**Metal 4**

The bar under the picture is 50 µm long. Supply wires on this layer in grey.
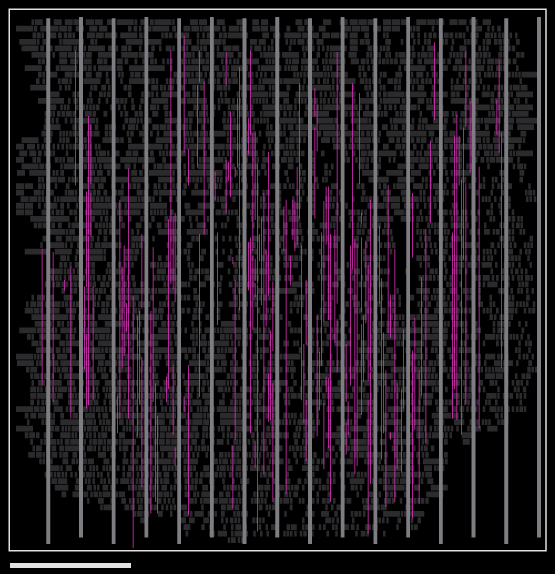
**Routing congestion**

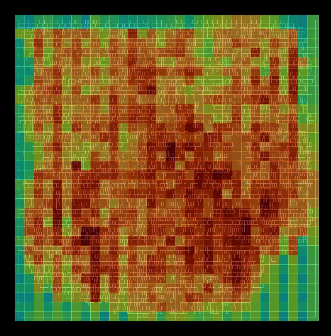
**Placed cells, one colour a class**

The bar under the picture is 50 µm long. Fill, decap, tap and diode cells in grey.
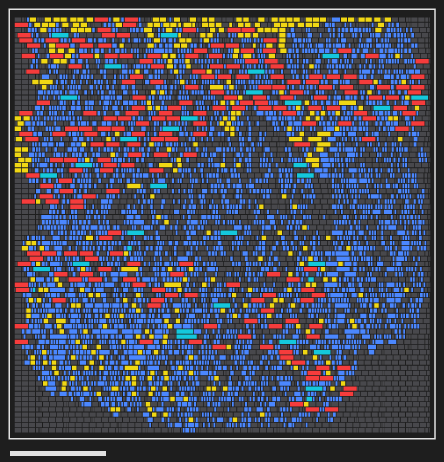
[src/rtl/ex_muldiv_if.sv]
// ex_muldiv_if: bundle between the ID/EX pipeline register and the EX-stage
// multiply/divide unit.
//
// Handshake: the unit samples a new M-extension instruction only while it is
// idle. While stall_req=1 the ID/EX register must hold its contents. The
// result is valid for exactly the one cycle in which valid_o=1, and wreg_o
// rises with it. flush annuls whatever the unit is doing: no valid_o pulse
// follows.
//
// Signals:
//   ex_opcode/ex_funct/ex_m_sel  decoded instruction fields from ID/EX
//   ex_reg1/ex_reg2              rs1/rs2 operand values
//   ex_wd                        destination register index
//   flush                        annul the current EX instruction
//   stall_req                    hold PC/IF-ID/ID-EX this cycle
//   valid_o/result_o             completed result and its strobe
//   wd_o/wreg_o                  write-back destination and enable
interface ex_muldiv_if;
  logic [6:0]  ex_opcode;
  logic [2:0]  ex_funct;
  logic        ex_m_sel;
  logic [31:0] ex_reg1;
  logic [31:0] ex_reg2;
  logic [4:0]  ex_wd;
  logic        flush;
  logic        stall_req;
  logic        valid_o;
  logic [31:0] result_o;
  logic [4:0]  wd_o;
  logic        wreg_o;

  // Pipeline side (ID/EX register and hazard logic).
  modport master (
    output ex_opcode, ex_funct, ex_m_sel, ex_reg1, ex_reg2, ex_wd, flush,
    input  stall_req, valid_o, result_o, wd_o, wreg_o
  );

  // Execution unit side.
  modport slave (
    input  ex_opcode, ex_funct, ex_m_sel, ex_reg1, ex_reg2, ex_wd, flush,
    output stall_req, valid_o, result_o, wd_o, wreg_o
  );
endinterface

[src/rtl/ex_muldiv.sv]
// ex_muldiv: iterative RV32M multiply/divide unit in the EX stage.
//
// An R-type instruction with funct7[0]=1 seen in IDLE either resolves at once
// (divide by zero, signed overflow) or runs 32 iterations on unsigned operand
// magnitudes: MSB-first shift-add for multiplies, restoring shift-subtract for
// divides. Signs are reapplied in DONE, where the result is presented for one
// cycle.
//
// Ports:
//   clk        clock
//   rst        synchronous active-high reset
//   bus        ex_muldiv_if.slave bundle (instruction in, result/stall out)
//   state_dbg  current FSM state (0=IDLE, 1=BUSY, 2=DONE)
module ex_muldiv #(
  parameter int WIDTH = 32,
  parameter int CNT_W = 6
) (
  input  logic        clk,
  input  logic        rst,
  ex_muldiv_if.slave  bus,
  output logic [1:0]  state_dbg
);

  typedef enum logic [1:0] {
    IDLE = 2'd0,
    BUSY = 2'd1,
    DONE = 2'd2
  } state_t;

  localparam logic [CNT_W-1:0] LAST = CNT_W'(WIDTH - 1);

  state_t state, state_next;

  // Operation latched at start.
  logic [31:0]      a_mag, b_mag;
  logic [2:0]       op_q;
  logic             neg_q;
  logic             special_q;
  logic [31:0]      spec_val_q;
  logic [4:0]       wd_q;
  logic [63:0]      acc;
  logic [CNT_W-1:0] cnt;

  // Values held after the DONE cycle.
  logic [31:0]      result_q;
  logic [4:0]       wd_out_q;

  // ---------------- start decode ----------------
  logic        start;
  logic        signed_a, signed_b, a_neg, b_neg;
  logic [31:0] a_abs, b_abs;
  logic        neg_in;
  logic        div_zero, div_ovf, special;
  logic [31:0] spec_val;

  always_comb begin
    start    = (bus.ex_opcode == 7'b0110011) && bus.ex_m_sel;
    // MULHU, DIVU and REMU treat rs1 as unsigned; MULHSU also treats rs2 so.
    signed_a = !(bus.ex_funct == 3'b011 || bus.ex_funct == 3'b101 ||
                 bus.ex_funct == 3'b111);
    signed_b = signed_a && (bus.ex_funct != 3'b010);
    a_neg    = signed_a && bus.ex_reg1[31];
    b_neg    = signed_b && bus.ex_reg2[31];
    a_abs    = a_neg ? (~bus.ex_reg1 + 32'd1) : bus.ex_reg1;
    b_abs    = b_neg ? (~bus.ex_reg2 + 32'd1) : bus.ex_reg2;
    // Remainder follows the dividend; everything else is sign-xor.
    neg_in   = (bus.ex_funct[2:1] == 2'b11) ? a_neg : (a_neg ^ b_neg);

    div_zero = bus.ex_funct[2] && (bus.ex_reg2 == 32'd0);
    div_ovf  = (bus.ex_funct == 3'b100 || bus.ex_funct == 3'b110) &&
               (bus.ex_reg1 == 32'h8000_0000) && (bus.ex_reg2 == 32'hFFFF_FFFF);
    special  = div_zero || div_ovf;
    // funct3[1] separates REM/REMU from DIV/DIVU.
    spec_val = 32'd0;
    if (div_zero)     spec_val = bus.ex_funct[1] ? bus.ex_reg1 : 32'hFFFF_FFFF;
    else if (div_ovf) spec_val = bus.ex_funct[1] ? 32'd0 : 32'h8000_0000;
  end

  // ---------------- iteration datapath ----------------
  logic [4:0]  bit_idx;
  logic [63:0] mul_step;
  logic [32:0] rem_shift, diff;
  logic        ge;
  logic [63:0] div_step;

  always_comb begin
    // Both algorithms consume operand bits MSB first.
    bit_idx   = 5'(WIDTH - 1) - cnt[4:0];
    mul_step  = {acc[62:0], 1'b0} + (b_mag[bit_idx] ? {32'd0, a_mag} : 64'd0);
    // acc[63:32] is the partial remainder, acc[31:0] the quotient so far.
    rem_shift = {acc[63:32], a_mag[bit_idx]};
    diff      = rem_shift - {1'b0, b_mag};
    ge        = !diff[32];
    div_step  = {(ge ? diff[31:0] : rem_shift[31:0]), acc[30:0], ge};
  end

  // ---------------- sign fix-up and result select ----------------
  logic [63:0] prod_fix;
  logic [31:0] quo_fix, rem_fix, fixed;

  always_comb begin
    prod_fix = neg_q ? (~acc + 64'd1) : acc;
    quo_fix  = neg_q ? (~acc[31:0] + 32'd1) : acc[31:0];
    rem_fix  = neg_q ? (~acc[63:32] + 32'd1) : acc[63:32];
    fixed    = 32'd0;
    if (special_q) begin
      fixed = spec_val_q;
    end else begin
      case (op_q)
        3'b000:                 fixed = prod_fix[31:0];
        3'b001, 3'b010, 3'b011: fixed = prod_fix[63:32];
        3'b100, 3'b101:         fixed = quo_fix;
        default:                fixed = rem_fix;
      endcase
    end
  end

  // ---------------- FSM ----------------
  always_ff @(posedge clk) begin
    if (rst) state <= IDLE;
    else     state <= state_next;
  end

  logic done_live;

  always_comb begin
    state_next    = state;
    bus.stall_req = 1'b0;
    done_live     = 1'b0;
    case (state)
      IDLE: begin
        if (start && !bus.flush) begin
          bus.stall_req = !rst;
          state_next    = special ? DONE : BUSY;
        end
      end
      BUSY: begin
        if (bus.flush) begin
          state_next = IDLE;
        end else begin
          bus.stall_req = !rst;
          if (cnt == LAST) state_next = DONE;
        end
      end
      DONE: begin
        state_next = IDLE;
        done_live  = !bus.flush && !rst;
      end
      default: state_next = IDLE;
    endcase
    bus.valid_o  = done_live;
    bus.wreg_o   = done_live;
    bus.result_o = done_live ? fixed : result_q;
    bus.wd_o     = done_live ? wd_q : wd_out_q;
  end

  assign state_dbg = state;

  // ---------------- datapath registers ----------------
  always_ff @(posedge clk) begin
    if (rst) begin
      a_mag      <= '0;
      b_mag      <= '0;
      op_q       <= '0;
      neg_q      <= 1'b0;
      special_q  <= 1'b0;
      spec_val_q <= '0;
      wd_q       <= '0;
      acc        <= '0;
      cnt        <= '0;
      result_q   <= '0;
      wd_out_q   <= '0;
    end else begin
      case (state)
        IDLE: begin
          if (start && !bus.flush) begin
            a_mag      <= a_abs;
            b_mag      <= b_abs;
            op_q       <= bus.ex_funct;
            neg_q      <= neg_in;
            special_q  <= special;
            spec_val_q <= spec_val;
            wd_q       <= bus.ex_wd;
            acc        <= '0;
            cnt        <= '0;
          end
        end
        BUSY: begin
          if (!bus.flush) begin
            acc <= op_q[2] ? div_step : mul_step;
            cnt <= cnt + 1'b1;
          end
        end
        DONE: begin
          cnt <= '0;
          if (!bus.flush) begin
            result_q <= fixed;
            wd_out_q <= wd_q;
          end
        end
        default: ;
      endcase
    end
  end

endmodule

[src/flat_wrapper.sv]
// flat-port wrapper written by rule: the top's interface ports become plain ports
module ex_muldiv_flat 
#(
  parameter int WIDTH = 32,
  parameter int CNT_W = 6
)
  (clk, rst, state_dbg, bus_ex_opcode, bus_ex_funct, bus_ex_m_sel, bus_ex_reg1, bus_ex_reg2, bus_ex_wd, bus_flush, bus_stall_req, bus_valid_o, bus_result_o, bus_wd_o, bus_wreg_o);
  ex_muldiv_if bus_i ();
  input  logic clk;
  input  logic rst;
  output logic [1:0] state_dbg;
  input wire logic [$bits(bus_i.ex_opcode)-1:0] bus_ex_opcode;
  input wire logic [$bits(bus_i.ex_funct)-1:0] bus_ex_funct;
  input wire logic [$bits(bus_i.ex_m_sel)-1:0] bus_ex_m_sel;
  input wire logic [$bits(bus_i.ex_reg1)-1:0] bus_ex_reg1;
  input wire logic [$bits(bus_i.ex_reg2)-1:0] bus_ex_reg2;
  input wire logic [$bits(bus_i.ex_wd)-1:0] bus_ex_wd;
  input wire logic [$bits(bus_i.flush)-1:0] bus_flush;
  output wire logic [$bits(bus_i.stall_req)-1:0] bus_stall_req;
  output wire logic [$bits(bus_i.valid_o)-1:0] bus_valid_o;
  output wire logic [$bits(bus_i.result_o)-1:0] bus_result_o;
  output wire logic [$bits(bus_i.wd_o)-1:0] bus_wd_o;
  output wire logic [$bits(bus_i.wreg_o)-1:0] bus_wreg_o;
  assign bus_i.ex_opcode = bus_ex_opcode;
  assign bus_i.ex_funct = bus_ex_funct;
  assign bus_i.ex_m_sel = bus_ex_m_sel;
  assign bus_i.ex_reg1 = bus_ex_reg1;
  assign bus_i.ex_reg2 = bus_ex_reg2;
  assign bus_i.ex_wd = bus_ex_wd;
  assign bus_i.flush = bus_flush;
  assign bus_stall_req = bus_i.stall_req;
  assign bus_valid_o = bus_i.valid_o;
  assign bus_result_o = bus_i.result_o;
  assign bus_wd_o = bus_i.wd_o;
  assign bus_wreg_o = bus_i.wreg_o;
  ex_muldiv #(.WIDTH(WIDTH), .CNT_W(CNT_W)) u_core (.clk(clk), .rst(rst), .bus(bus_i), .state_dbg(state_dbg));
endmodule
[config.mk]
export PLATFORM = sky130hd
export DESIGN_NAME = ex_muldiv_flat
export DESIGN_NICKNAME = d
export VERILOG_FILES = /design/src/rtl/ex_muldiv_if.sv /design/src/rtl/ex_muldiv.sv /design/src/flat_wrapper.sv
export SDC_FILE = /design/constraint.sdc
export NUM_CORES = 1
export LEC_CHECK = 0
export ABC_AREA = 1
export CAP_MARGIN = 15
export CORE_AREA = 2 2 220 222
export CTS_CLUSTER_DIAMETER = 80
export CTS_CLUSTER_SIZE = 10
export DETAILED_ROUTE_END_ITERATION = 10
export DIE_AREA = 0 0 222 224
export MAX_ROUTING_LAYER = met4
export PLACE_DENSITY = 0.74
export SYNTH_ARGS = -nofsm -noshare
export SYNTH_HDL_FRONTEND = slang
export SYNTH_SLANG_ARGS = --single-unit
[constraint.sdc]
create_clock -name clk -period 3.8 [get_ports clk]
set_clock_uncertainty 0.15 [all_clocks]
set_input_delay 0.38 -clock clk [delete_from_list [all_inputs] [get_ports clk]]
set_output_delay 0.38 -clock clk [all_outputs]
set_load 0.02 [all_outputs]
==> GITHUB_STEP_SUMMARY <==
## Synthesis and layout report

| Metric | Value |
|---|---|
| Power density over the cells | approximately 190 nW/µm² |
| Clkbuf count | 28 |
| Die y size | between 200 and 250 µm |
| Final WS setup | about 0.031 ns |
| Pin count of the biggest net entering global routing | just under 80 |
| Crit path launch | u_core.cnt[0] |
| Post-synth top flop | dfxtp_1 |
| Synth cell count leaders | nand2_1 (1,307), inv_1 (584), nor2_1 (404), nand3_1 (308), a21oi_1 (286) |
| Cells on worst reg2reg path | 23 |
| Crit path cell chain | clkbuf_16 > o211ai_1 > nand3_1 > nand3_1 > nand4_1 > nand2_4 > clkbuf_16 > nor2_1 > ha_1 > nand2_2 > nor2_1 > inv_1 > o21ai_0 > buf_4 > nand2_1 > nand2_1 > nand2_1 > nand2_1 > nand2_1 > nand2_1 > nand2_1 > nand3_1 > a21oi_1 |
| Slew @ Worst Pin | around 0.9 ns |
| Area Overhead vs Synth | 22.7% |
| Post-DP HPWL | just under 80 mm |
| Final Instance Area | between 20,000 and 30,000 µm² |
| Stage-log warning count | 29 |
| Root Buffer | clkbuf_16 |
| Layout cell share with drive strength beyond 1 | 0.127 |
| LEAKAGE | ~14 nW |
| Hold Crit Endpoint | u_core.spec_val_q[30] |
| FILL cells | a little under 5,000 |
| Die area | about 50,000 µm² |
| Biggest Area Class | multi-input combinational cells |
| Mux frac, synth | 0 |
| Worst skew pair latency | between 0.5 and 0.6 ns |
| Syn_nets | about 4,100 |
| #MultiIn Comb | between 3,000 and 4,000 |
| Status | completed |
| Cts-stage hold buffer count | 0 |
| Number of core rows | around 80 |
| Total routed wirelength | between 90 and 100 mm |
| Post-DP Area | about 25,000 µm² |
| Upper clock frequency limit | 0.265 GHz |
| Routed length on met2 | around 44 mm |
| Final Non-Filler Cells | about 4,800 |
| Crit path depth | 23 |
| Io pins | 125 |
| CP delay by family, top | simple AND/OR/NAND/NOR gates |
| DR pass1 iterations | 6 |
| Sequential Power | 2.26 mW |
| Comb area leader | simple AND/OR/NAND/NOR gates |
| PnR Total Power | between 5 and 6 mW |
| CTS tree | yes |
| Die width | around 220 µm |
| Switching share of total power | 0.267 |
| Critical hold path startpoint | rst |
| Crit path DRT | slightly above 4 ns |
| Synth top area share | 0.227 |
| Antenna diodes | 0 |
| CP max-delay cell | ha_1 |
| Register share after synthesis | 0.199 |
Notes on 'metal 4' above:
wire length on this layer: 6,800 µm
longest straight run: 127 µm
nets with wire on the layer: 126
main direction: vertical

Notes on 'routing congestion' above:
M3 GR Usage: 0.0456
Total Routing Usage GR: 0.389
Finished Core Util: 0.560
Wirelength per Cell: 20.5 µm

Notes on 'placed cells, one colour a class' above:
legend:
  remaining buffers and delay cells:
    colour: yellow
    cells: 362
    share_of_their_area: 12%
  clock drivers and dummy loads:
    colour: cyan
    cells: 33
    share_of_their_area: 2.9%
  registers:
    colour: red
    cells: 215
    share_of_their_area: 17%
  remaining logic cells:
    colour: blue
    cells: 3,619
    share_of_their_area: 68%

No activity file was given, so power comes from the tool's default toggle rates.
